==> config.mk <==
export PLATFORM = sky130hd
export DESIGN_NAME = fnd_controller
export DESIGN_NICKNAME = d
export VERILOG_FILES = /design/src/rtl/fnd_pkg.sv /design/src/rtl/bin2bcd_seq.sv /design/src/rtl/fnd_controller.sv
export SDC_FILE = /design/constraint.sdc
export NUM_CORES = 1
export LEC_CHECK = 0
export ABC_AREA = 0
export CAP_MARGIN = 20
export CORE_MARGIN = 2
export CORE_UTILIZATION = 40
export CTS_BUF_LIST = sky130_fd_sc_hd__clkbuf_4
export CTS_CLUSTER_SIZE = 14
export DETAILED_ROUTE_END_ITERATION = 10
export HOLD_SLACK_MARGIN = 0.05
export PLACE_DENSITY = 0.67
export SLEW_MARGIN = 20
export SYNTH_ARGS = -nofsm -noshare
export SYNTH_HDL_FRONTEND = slang
export SYNTH_HIERARCHICAL = 1
export SYNTH_SLANG_ARGS = --single-unit
==> constraint.sdc <==
create_clock -name clk -period 1.85 [get_ports clk]
set_input_delay 0.37 -clock clk [delete_from_list [all_inputs] [get_ports clk]]
set_output_delay 0.37 -clock clk [all_outputs]
set_load 0.02 [all_outputs]
==> src/rtl/fnd_pkg.sv <==
// Shared constants and types for the 4-digit common-anode 7-segment display controller.
package fnd_pkg;

    localparam int NUM_DIGITS = 4;
    localparam int BCD_W      = 16;

    // Active-low segment patterns, {dp, g, f, e, d, c, b, a}
    localparam logic [7:0] SEG_0     = 8'hC0;
    localparam logic [7:0] SEG_1     = 8'hF9;
    localparam logic [7:0] SEG_2     = 8'hA4;
    localparam logic [7:0] SEG_3     = 8'hB0;
    localparam logic [7:0] SEG_4     = 8'h99;
    localparam logic [7:0] SEG_5     = 8'h92;
    localparam logic [7:0] SEG_6     = 8'h82;
    localparam logic [7:0] SEG_7     = 8'hF8;
    localparam logic [7:0] SEG_8     = 8'h80;
    localparam logic [7:0] SEG_9     = 8'h90;
    localparam logic [7:0] SEG_BLANK = 8'hFF;

    typedef enum logic [1:0] {
        IDLE,
        LOAD,
        SHIFT,
        DONE
    } conv_state_t;

endpackage

==> src/rtl/bin2bcd_seq.sv <==
// Sequential double-dabble converter: 14-bit binary to 4-digit BCD, one conversion every 17 clocks.
// bcd is the live shift-register view; it is only meaningful while done is high.
module bin2bcd_seq
    import fnd_pkg::*;
(
    input  logic             clk,
    input  logic             reset,
    input  logic [13:0]      bin,
    output logic [BCD_W-1:0] bcd,
    output logic             done
);

    localparam int BIN_W = 14;
    localparam int SR_W  = BCD_W + BIN_W;
    localparam logic [3:0] LAST_SHIFT = 4'(BIN_W - 1);

    conv_state_t     state;
    logic [SR_W-1:0] sr;
    logic [SR_W-1:0] sr_adj;
    logic [3:0]      cnt;

    function automatic logic [SR_W-1:0] dabble_adj(input logic [SR_W-1:0] v);
        logic [SR_W-1:0] r;
        r = v;
        for (int i = 0; i < NUM_DIGITS; i++) begin
            if (r[BIN_W + 4*i +: 4] >= 4'd5)
                r[BIN_W + 4*i +: 4] = r[BIN_W + 4*i +: 4] + 4'd3;
        end
        return r;
    endfunction

    assign sr_adj = dabble_adj(sr);
    assign bcd    = sr[SR_W-1:BIN_W];
    assign done   = (state == DONE);

    always_ff @(posedge clk or posedge reset) begin
        if (reset) begin
            state <= IDLE;
            sr    <= '0;
            cnt   <= '0;
        end else begin
            case (state)
                IDLE: state <= LOAD;
                LOAD: begin
                    sr    <= {{BCD_W{1'b0}}, bin};
                    cnt   <= '0;
                    state <= SHIFT;
                end
                SHIFT: begin
                    sr  <= {sr_adj[SR_W-2:0], 1'b0};
                    cnt <= cnt + 4'd1;
                    if (cnt == LAST_SHIFT)
                        state <= DONE;
                end
                DONE:    state <= IDLE;
                default: state <= IDLE;
            endcase
        end
    end

endmodule

==> src/rtl/fnd_controller.sv <==
// Saturates the binary display value, converts it to BCD and scans it onto a 4-digit active-low display.
// Optional build macro FND_LZ_BLANK_EN blanks leading-zero digits (the ones digit always shows).
module fnd_controller
    import fnd_pkg::*;
#(
    parameter int TICK_DIV = 100_000,
    parameter int MAX_VAL  = 9999
)(
    input  logic             clk,
    input  logic             reset,
    input  logic [13:0]      seg_data,
    output logic [3:0]       an,
    output logic [7:0]       seg,
    output logic [BCD_W-1:0] bcd
);

    localparam int TICK_W = (TICK_DIV > 1) ? $clog2(TICK_DIV) : 1;
    localparam logic [TICK_W-1:0] TICK_LAST = TICK_W'(TICK_DIV - 1);

    logic [TICK_W-1:0] tick_cnt;
    logic [1:0]        digit_sel;
    logic [13:0]       bin_sat;
    logic [BCD_W-1:0]  conv_bcd;
    logic              conv_done;
    logic [3:0]        cur_nib;
    logic              cur_blank;
    logic [7:0]        seg_next;

    function automatic logic [13:0] sat_val(input logic [13:0] v);
        return (v > 14'(MAX_VAL)) ? 14'(MAX_VAL) : v;
    endfunction

    function automatic logic [7:0] seg_decode(input logic [3:0] nib);
        case (nib)
            4'd0:    return SEG_0;
            4'd1:    return SEG_1;
            4'd2:    return SEG_2;
            4'd3:    return SEG_3;
            4'd4:    return SEG_4;
            4'd5:    return SEG_5;
            4'd6:    return SEG_6;
            4'd7:    return SEG_7;
            4'd8:    return SEG_8;
            4'd9:    return SEG_9;
            default: return SEG_BLANK;
        endcase
    endfunction

    assign bin_sat = sat_val(seg_data);

    bin2bcd_seq u_conv (
        .clk   (clk),
        .reset (reset),
        .bin   (bin_sat),
        .bcd   (conv_bcd),
        .done  (conv_done)
    );

    always_comb begin
        cur_nib   = bcd[{digit_sel, 2'b00} +: 4];
        cur_blank = 1'b0;
`ifdef FND_LZ_BLANK_EN
        // A digit is blank only when it and every higher digit are zero
        case (digit_sel)
            2'd3:    cur_blank = (bcd[15:12] == 4'd0);
            2'd2:    cur_blank = (bcd[15:8]  == 8'd0);
            2'd1:    cur_blank = (bcd[15:4]  == 12'd0);
            default: cur_blank = 1'b0;
        endcase
`endif
        seg_next = cur_blank ? SEG_BLANK : seg_decode(cur_nib);
    end

    // bcd only moves on a completed conversion, so the display never sees a partial value
    always_ff @(posedge clk or posedge reset) begin
        if (reset) begin
            tick_cnt  <= '0;
            digit_sel <= '0;
            an        <= 4'b1111;
            seg       <= SEG_BLANK;
            bcd       <= '0;
        end else begin
            if (tick_cnt == TICK_LAST) begin
                tick_cnt  <= '0;
                digit_sel <= digit_sel + 2'd1;
            end else begin
                tick_cnt <= tick_cnt + 1'b1;
            end
            an  <= ~(4'b0001 << digit_sel);
            seg <= seg_next;
            if (conv_done)
                bcd <= conv_bcd;
        end
    end

endmodule

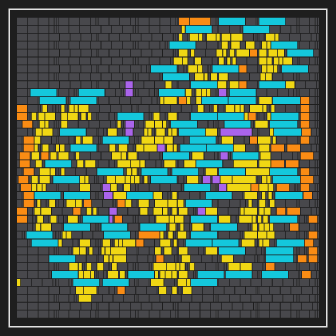
*Placement by cell class*
Fill, decap, tap and diode cells in grey.
class	colour	cells	share of their area
remaining logic cells	yellow	290	43%
clock drivers and dummy loads	purple	16	2.9%
sequential cells	cyan	82	43%
remaining buffers and delay cells	orange	59	12%
share of the final layout cell area in sequential cells: 41.1%
Core Rows: 38
Post-Route Utilization: 46.8%
area of the core: 0.0107 mm^2
Finished Cell Area: 0.00503 mm^2

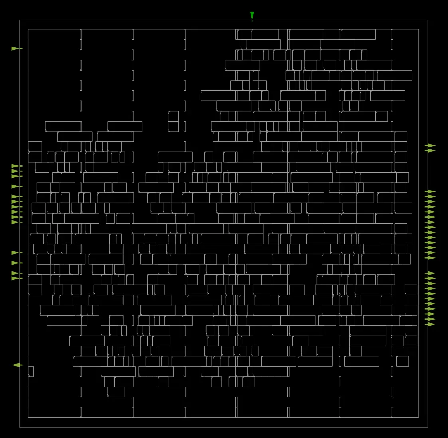
*Placed standard cells*
layout sequential cell count: 82
number of standard cells in the final layout excluding fillers: 587

==> impl_metrics.yaml <==
# synthesis and place-and-route metrics
logic_synthesis:
  topCombFamilyByArea: "simple AND/OR/NAND/NOR gates"
  synth.yosys.num_cells: 407
  yosys.area_share.adder_pct: 6.57
  synth_sequential_area_ratio_pct: 47.2
  synth.cell_area_mm2: 0.00438
  synth_flop_count: 82
  synthDominantAreaCellType: "dfrtp_1"
  ys_async_sr_fraction_pct: 100
  syn_area_per_cell_um2: 10.8
  ys_dominant_reg_cell: "dfrtp_1"
sta:
  finalWorstSetupSlack_ps: 152
  drv_slew: 0
  setup_viol: 0
  final.period_utilization_pct: 91.8
  totalNegativeSetupSlack_ps: 0
  finalHoldViolations: 0
power_and_ir_drop:
  power_mw: 5.03
  total_switching_power_mw: 1.74
  clockPowerShare_pct: 20.9
  power_frac_seq_pct: 47.8
  powerDensity_mw_per_mm2: 1000
worst_setup_path:
  rrSetupSlack_ps: 150
  arrival_ps: 2010
  crit_family: "adder cells"
  critical_path_buf_inv_count: 2
  r2r-start: "u_conv/state[1]$_DFFE_PP0P_"
  cp-end-kind: "register"
  ff2ff_path_depth: 5
  critical_path.startpoint: "u_conv/state[1]$_DFFE_PP0P_"
  crit_path_top_delay_cell: "ha_2"
  start_kind: "register"
  cp_max_fo: 25
clocking:
  cts_max_level: 3
  cts.reportedPaths.clkPinSlew_ps: 140
  tritoncts: "built"
  cts.hold.buffers_added: 0
  cts_resized: 19
  clock_insertion_delay_worst_skew_ps: 420
layout:
  layout.non_clock_inverters: 31
  nNetsFinal: 481
  largest_reg_flops: 30
  n_antenna_cell: 0
  nFillCells: 1030
  lay_top_cells: "dfrtp_1, inv_1, nor2_1, a21oi_1, ha_1"
global_route:
  gr-usage-all-layers_pct: 14.7
  grt.busiest_layer: "met2"
  grt_util_met3_pct: 2.81
  grt_util_met1_pct: 19.4
  grtUsageMet2_pct: 23.0
  grt_pass1_vias: 2976
die:
  boundaryPins: 44
  initial_utilization_pct: 40.8
  die-height_um: 109
drt:
  drtIter0Drc: 135
  drt_first_pass_iters: 4
  drtAntennaViolNets: 0
  viasPerCell: 5.19
  drt-wirelength-per-cell_um: 13.9
  met2_wirelength_mm: 3.67
  drt_drc_violations_left: 0
placement:
  dp_hpwl_mm: 5.94
  dpl_worst_slack_ps: -113
run:
  tool_warnings: 40
  timing.max_cap.violations: 0
outcome:
  outcome: "finished clean"
